`config.mk`:
```
export PLATFORM = sky130hd
export DESIGN_NAME = fp_mul_seq
export DESIGN_NICKNAME = d
export VERILOG_FILES = /design/src/rtl/fp_mul_seq.sv
export SDC_FILE = /design/constraint.sdc
export NUM_CORES = 1
export LEC_CHECK = 0
export CORE_UTILIZATION = 40
export DETAILED_ROUTE_END_ITERATION = 16
export PLACE_DENSITY = 0.57
export RECOVER_POWER = 25
export SYNTH_ARGS = -nofsm -noshare
export SYNTH_HDL_FRONTEND = slang
export SYNTH_SLANG_ARGS = --single-unit
```
`constraint.sdc`:
```
create_clock -name clk -period 10.8 [get_ports clk]
set_input_delay 2.16 -clock clk [delete_from_list [all_inputs] [get_ports clk]]
set_output_delay 2.16 -clock clk [all_outputs]
set_load 0.1 [all_outputs]
```
`src/rtl/fp_mul_seq.sv`:
```
// Sequential floating-point multiplier: classify, shift-add multiply, normalize.
// Denormals flush to zero, rounding truncates toward zero.
// Optional status flags output is built only when FP_MUL_SEQ_FLAGS_EN is defined.
module fp_mul_seq #(
  parameter int unsigned N_BIT   = 32,
  parameter int unsigned EXP_BIT = 8
) (
  input  logic             clk,
  input  logic             rst,
  input  logic [N_BIT-1:0] a,
  input  logic [N_BIT-1:0] b,
  input  logic             in_valid,
  output logic             in_ready,
  output logic [N_BIT-1:0] result,
  output logic             out_valid,
  input  logic             out_ready
`ifdef FP_MUL_SEQ_FLAGS_EN
  ,
  output logic [3:0]       flags
`endif
);

  localparam int unsigned MAN_BIT = N_BIT - EXP_BIT - 1;
  localparam int unsigned PW      = 2 * MAN_BIT + 2;
  localparam int unsigned EW      = EXP_BIT + 2;
  localparam int unsigned CW      = $clog2(MAN_BIT + 1);

  localparam logic signed [EW-1:0] BIAS    = EW'((2 ** (EXP_BIT - 1)) - 1);
  localparam logic signed [EW-1:0] EXP_MAX = EW'((2 ** EXP_BIT) - 1);
  localparam logic [CW-1:0]        LAST    = CW'(MAN_BIT);

  localparam logic [N_BIT-1:0] CANON_NAN = {1'b0, {EXP_BIT{1'b1}}, 1'b1, {(MAN_BIT-1){1'b0}}};

  localparam logic [2:0] ST_IDLE     = 3'd0;
  localparam logic [2:0] ST_CLASSIFY = 3'd1;
  localparam logic [2:0] ST_MUL      = 3'd2;
  localparam logic [2:0] ST_NORM     = 3'd3;
  localparam logic [2:0] ST_DONE     = 3'd4;

  logic [2:0]         r_state;
  logic [2:0]         w_state_nxt;
  logic [N_BIT-1:0]   r_a;
  logic [N_BIT-1:0]   r_b;
  logic [N_BIT-1:0]   r_result;
  logic [PW-1:0]      r_prod;
  logic [PW-1:0]      r_mcand;
  logic [MAN_BIT:0]   r_mplier;
  logic [CW-1:0]      r_cnt;

  // Operand fields and classification of the captured operands
  logic               w_sa, w_sb, w_sign;
  logic [EXP_BIT-1:0] w_ea, w_eb;
  logic [MAN_BIT-1:0] w_ma, w_mb;
  logic               w_a_zero, w_b_zero, w_a_inf, w_b_inf, w_a_nan, w_b_nan;
  logic               w_nan, w_inf, w_zero, w_special;

  assign w_sa = r_a[N_BIT-1];
  assign w_sb = r_b[N_BIT-1];
  assign w_ea = r_a[N_BIT-2 -: EXP_BIT];
  assign w_eb = r_b[N_BIT-2 -: EXP_BIT];
  assign w_ma = r_a[MAN_BIT-1:0];
  assign w_mb = r_b[MAN_BIT-1:0];
  assign w_sign = w_sa ^ w_sb;

  assign w_a_zero = (w_ea == '0);
  assign w_b_zero = (w_eb == '0);
  assign w_a_nan  = (&w_ea) && (|w_ma);
  assign w_b_nan  = (&w_eb) && (|w_mb);
  assign w_a_inf  = (&w_ea) && !(|w_ma);
  assign w_b_inf  = (&w_eb) && !(|w_mb);

  // Priority: NaN (incl. Inf*0) over Inf over zero
  assign w_nan     = w_a_nan || w_b_nan || (w_a_inf && w_b_zero) || (w_b_inf && w_a_zero);
  assign w_inf     = w_a_inf || w_b_inf;
  assign w_zero    = w_a_zero || w_b_zero;
  assign w_special = w_nan || w_inf || w_zero;

  // Normalization of the finished product
  logic signed [EW-1:0] w_e_sum, w_e_norm;
  logic [MAN_BIT-1:0]   w_man;
  logic                 w_ovf, w_unf;

  assign w_e_sum  = $signed({2'b00, w_ea}) + $signed({2'b00, w_eb}) - BIAS;
  assign w_e_norm = w_e_sum + $signed({{(EW-1){1'b0}}, r_prod[PW-1]});
  assign w_man    = r_prod[PW-1] ? r_prod[PW-2 -: MAN_BIT] : r_prod[PW-3 -: MAN_BIT];
  assign w_ovf    = (w_e_norm >= EXP_MAX);
  assign w_unf    = (w_e_norm <= $signed({EW{1'b0}}));

`ifdef FP_MUL_SEQ_FLAGS_EN
  logic [3:0] r_flags;
  logic       w_dropped;
  assign w_dropped = r_prod[PW-1] ? (|r_prod[MAN_BIT:0]) : (|r_prod[MAN_BIT-1:0]);
  assign flags     = r_flags;
`endif

  assign in_ready  = (r_state == ST_IDLE);
  assign out_valid = (r_state == ST_DONE);
  assign result    = r_result;

  // Next-state decode
  always_comb begin
    w_state_nxt = r_state;
    case (r_state)
      ST_IDLE:     if (in_valid) w_state_nxt = ST_CLASSIFY;
      ST_CLASSIFY: w_state_nxt = w_special ? ST_DONE : ST_MUL;
      ST_MUL:      if (r_cnt == LAST) w_state_nxt = ST_NORM;
      ST_NORM:     w_state_nxt = ST_DONE;
      ST_DONE:     if (out_ready) w_state_nxt = ST_IDLE;
      default:     w_state_nxt = ST_IDLE;
    endcase
  end

  // State register; reset aborts any in-flight operation
  always_ff @(posedge clk or posedge rst) begin
    if (rst) r_state <= ST_IDLE;
    else     r_state <= w_state_nxt;
  end

  // Datapath: capture, special-case resolution, shift-add multiply, normalize
  always_ff @(posedge clk or posedge rst) begin
    if (rst) begin
      r_a      <= '0;
      r_b      <= '0;
      r_result <= '0;
      r_prod   <= '0;
      r_mcand  <= '0;
      r_mplier <= '0;
      r_cnt    <= '0;
`ifdef FP_MUL_SEQ_FLAGS_EN
      r_flags  <= '0;
`endif
    end else begin
      case (r_state)
        ST_IDLE: begin
          if (in_valid) begin
            r_a <= a;
            r_b <= b;
`ifdef FP_MUL_SEQ_FLAGS_EN
            r_flags <= '0;
`endif
          end
        end
        ST_CLASSIFY: begin
          if (w_nan) begin
            r_result <= CANON_NAN;
`ifdef FP_MUL_SEQ_FLAGS_EN
            r_flags  <= 4'b1000;
`endif
          end else if (w_inf) begin
            r_result <= {w_sign, {EXP_BIT{1'b1}}, {MAN_BIT{1'b0}}};
          end else if (w_zero) begin
            r_result <= {w_sign, {(N_BIT-1){1'b0}}};
          end else begin
            r_mcand  <= {{(PW-MAN_BIT-1){1'b0}}, 1'b1, w_ma};
            r_mplier <= {1'b1, w_mb};
            r_prod   <= '0;
            r_cnt    <= '0;
          end
        end
        ST_MUL: begin
          // One multiplier bit per cycle, LSB first
          if (r_mplier[0]) r_prod <= r_prod + r_mcand;
          r_mcand  <= r_mcand << 1;
          r_mplier <= r_mplier >> 1;
          r_cnt    <= r_cnt + 1'b1;
        end
        ST_NORM: begin
          if (w_ovf) begin
            r_result <= {w_sign, {EXP_BIT{1'b1}}, {MAN_BIT{1'b0}}};
`ifdef FP_MUL_SEQ_FLAGS_EN
            r_flags  <= 4'b0100;
`endif
          end else if (w_unf) begin
            r_result <= {w_sign, {(N_BIT-1){1'b0}}};
`ifdef FP_MUL_SEQ_FLAGS_EN
            r_flags  <= 4'b0010;
`endif
          end else begin
            r_result <= {w_sign, w_e_norm[EXP_BIT-1:0], w_man};
`ifdef FP_MUL_SEQ_FLAGS_EN
            r_flags  <= {3'b000, w_dropped};
`endif
          end
        end
        default: ;
      endcase
    end
  end

endmodule

```
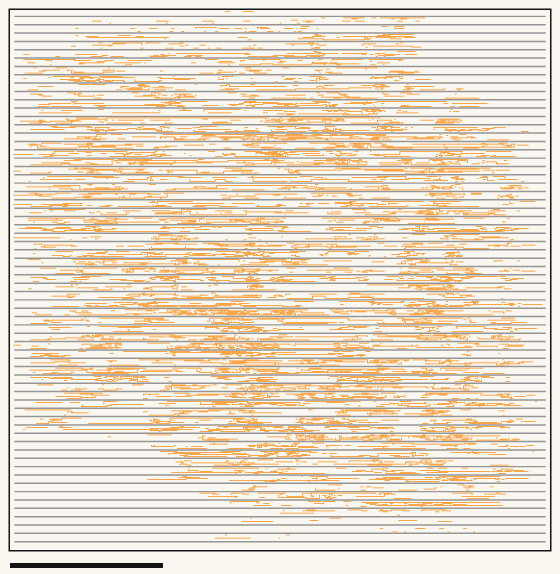
Fig. 1. Signal wires on met1.
Scale bar: 50 um. Supply wires on this layer in gray.
wire length on this layer	14400 um
share of all routed wire	49%

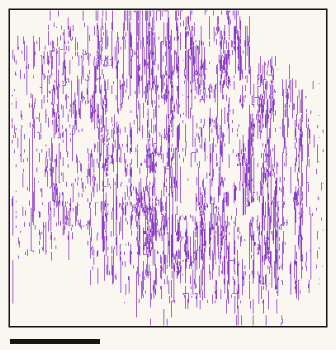
Fig. 2. M2 wires.
Scale bar: 50 um.
nets with wire on the layer	1181
share of all routed wire	46%
longest straight run	73.8 um

==> flow_summary.ini <==
; yosys + openroad results
[outcome]
status = complete, but fails checks
failed_checks = capacitance limit, slew limit

[timing]
period_minus_slack_ns = 5.986
fin_skew_ns = 0.01200
final.setup.tns_ns = 0
hold_violations = 0
timing.slew.headroom = -2.400
worstMarginPinSlew_ns = 5.072
slew_viol_final = 221

[detailed_routing]
wl_um = 29340
ant_nets = 0
drc_errors = 0
viasPerCell = 5.392
dr.pass1.iters = 5

[finish]
fin_nets = 1497
comb_share = 0.4279
area_dominant_class = combinational gates
flops = 224
clock_area_frac = 0.06856
num-multi-input-gates = 977
layout.area.comb_mm2 = 0.006168
lay_top_cells = 224 x dfrtp_1, 168 x nand2_1, 140 x nor2_1
signal_buffers = 112
drive_gt1_frac = 0.09696
seq_share = 0.3888

[power_and_ir_drop]
top_power_group = combinational logic
seq_power_w = 0.00144
power.density_mw_per_mm2 = 330.7
powerClk_w = 0.000987
clkPwrFrac = 0.207
switchingPower_w = 0.002095
sw_frac_of_total = 0.4394
p_comb_w = 0.00234

[critical_path]
path_buffers = 3
ff2ff_setup_slack_ns = 5.90
start_kind = input port
crit_chain = dlygate4sd3_1 > clkinvlp_2 > buf_4
startpoint = rst
cpPeakStageDelay_ns = 2.80
crit_type = input port to asynchronous set/reset pin
cp-endpoint = r_prod[15]
arrival_ns = 6.57
crit_path_end_kind = asynchronous set/reset pin
path_max_fanout = 116

[synthesis]
edf_count = 0
synth_cell_type_count = 65
syn-cell-area_mm2 = 0.01213
ys_ff = 224
ys_chip_area_mm2 = 0.01213
yosys.area_share.xor_xnor = 0.03682
logic_family = AND-OR/OR-AND gates
postSynthSeqShare = 0.4620
simple_gate_share = 0.1614
top_area_cell = dfrtp_1
syn_area_per_cell_um2 = 9.369
yosysWarnings = 0
area_leaders = dfrtp_1 46%, ha_1 6.6%, mux2_2 5.6%
ys_sh_mux = 0.07714

[grt]
top_usage_layer = met2
grt_pass1_wl_um = 48860
grt_overflow = 0
use_met3 = 0.02089
grt_util_all_layers = 0.1929
grt_max_degree = 117

[cts]
clk_pin_slew_worst_paths_ns = 0.06
numCtsBuffers = 26
cts.sinks = 224
ctsResizeCount = 0

[floorplan]
chipArea_mm2 = 0.03103
core_area_mm2 = 0.02972
die_w_um = 176.2
io_pins = 102
nWellTaps = 390
fp_util = 0.4083

[flow_run]
cap_violations = 3

[placement]
hpwl_um = 20140
io_buffer_count = 101
gp_congestion = 0.8811

[hold_path]
hold_end = result[8]
hp-start = result[8]
==> per-stage QoR <==
step	total power [W]	hold slack (ns)	instances	setup slack, ns	instance area [um^2]
5_1_grt	0.005121	0.5101	1772	3.974	14420
3_5_place_dp	0.003778	0.4702	1725	6.688	13450
6_report	0.004767	0.4761	1772	4.814	14420
2_1_floorplan	0.003203	0.4474	1295	2.506	12130
4_1_cts	0.004789	0.4833	1772	6.119	14430
3_3_place_gp	0.003739	0.4602	1725	6.696	13450
==> routing by layer <==
metal | vias up | part of all wire
met5 | - | 0
met4 | 0 | 0.023
met3 | 41 | 0.027
met2 | 150 | 0.46
met1 | 4596 | 0.49
li1 | 4767 | -
==> registers in the layout, indices dropped and copies added (netlist names) <==
name      cells
r_cnt         5
r_b          32
r_mplier     24
r_a          32
result       32
r_mcand      48
r_prod       48
r_state       3
Power figures rest on the tool's default switching activity, not on a simulated workload.
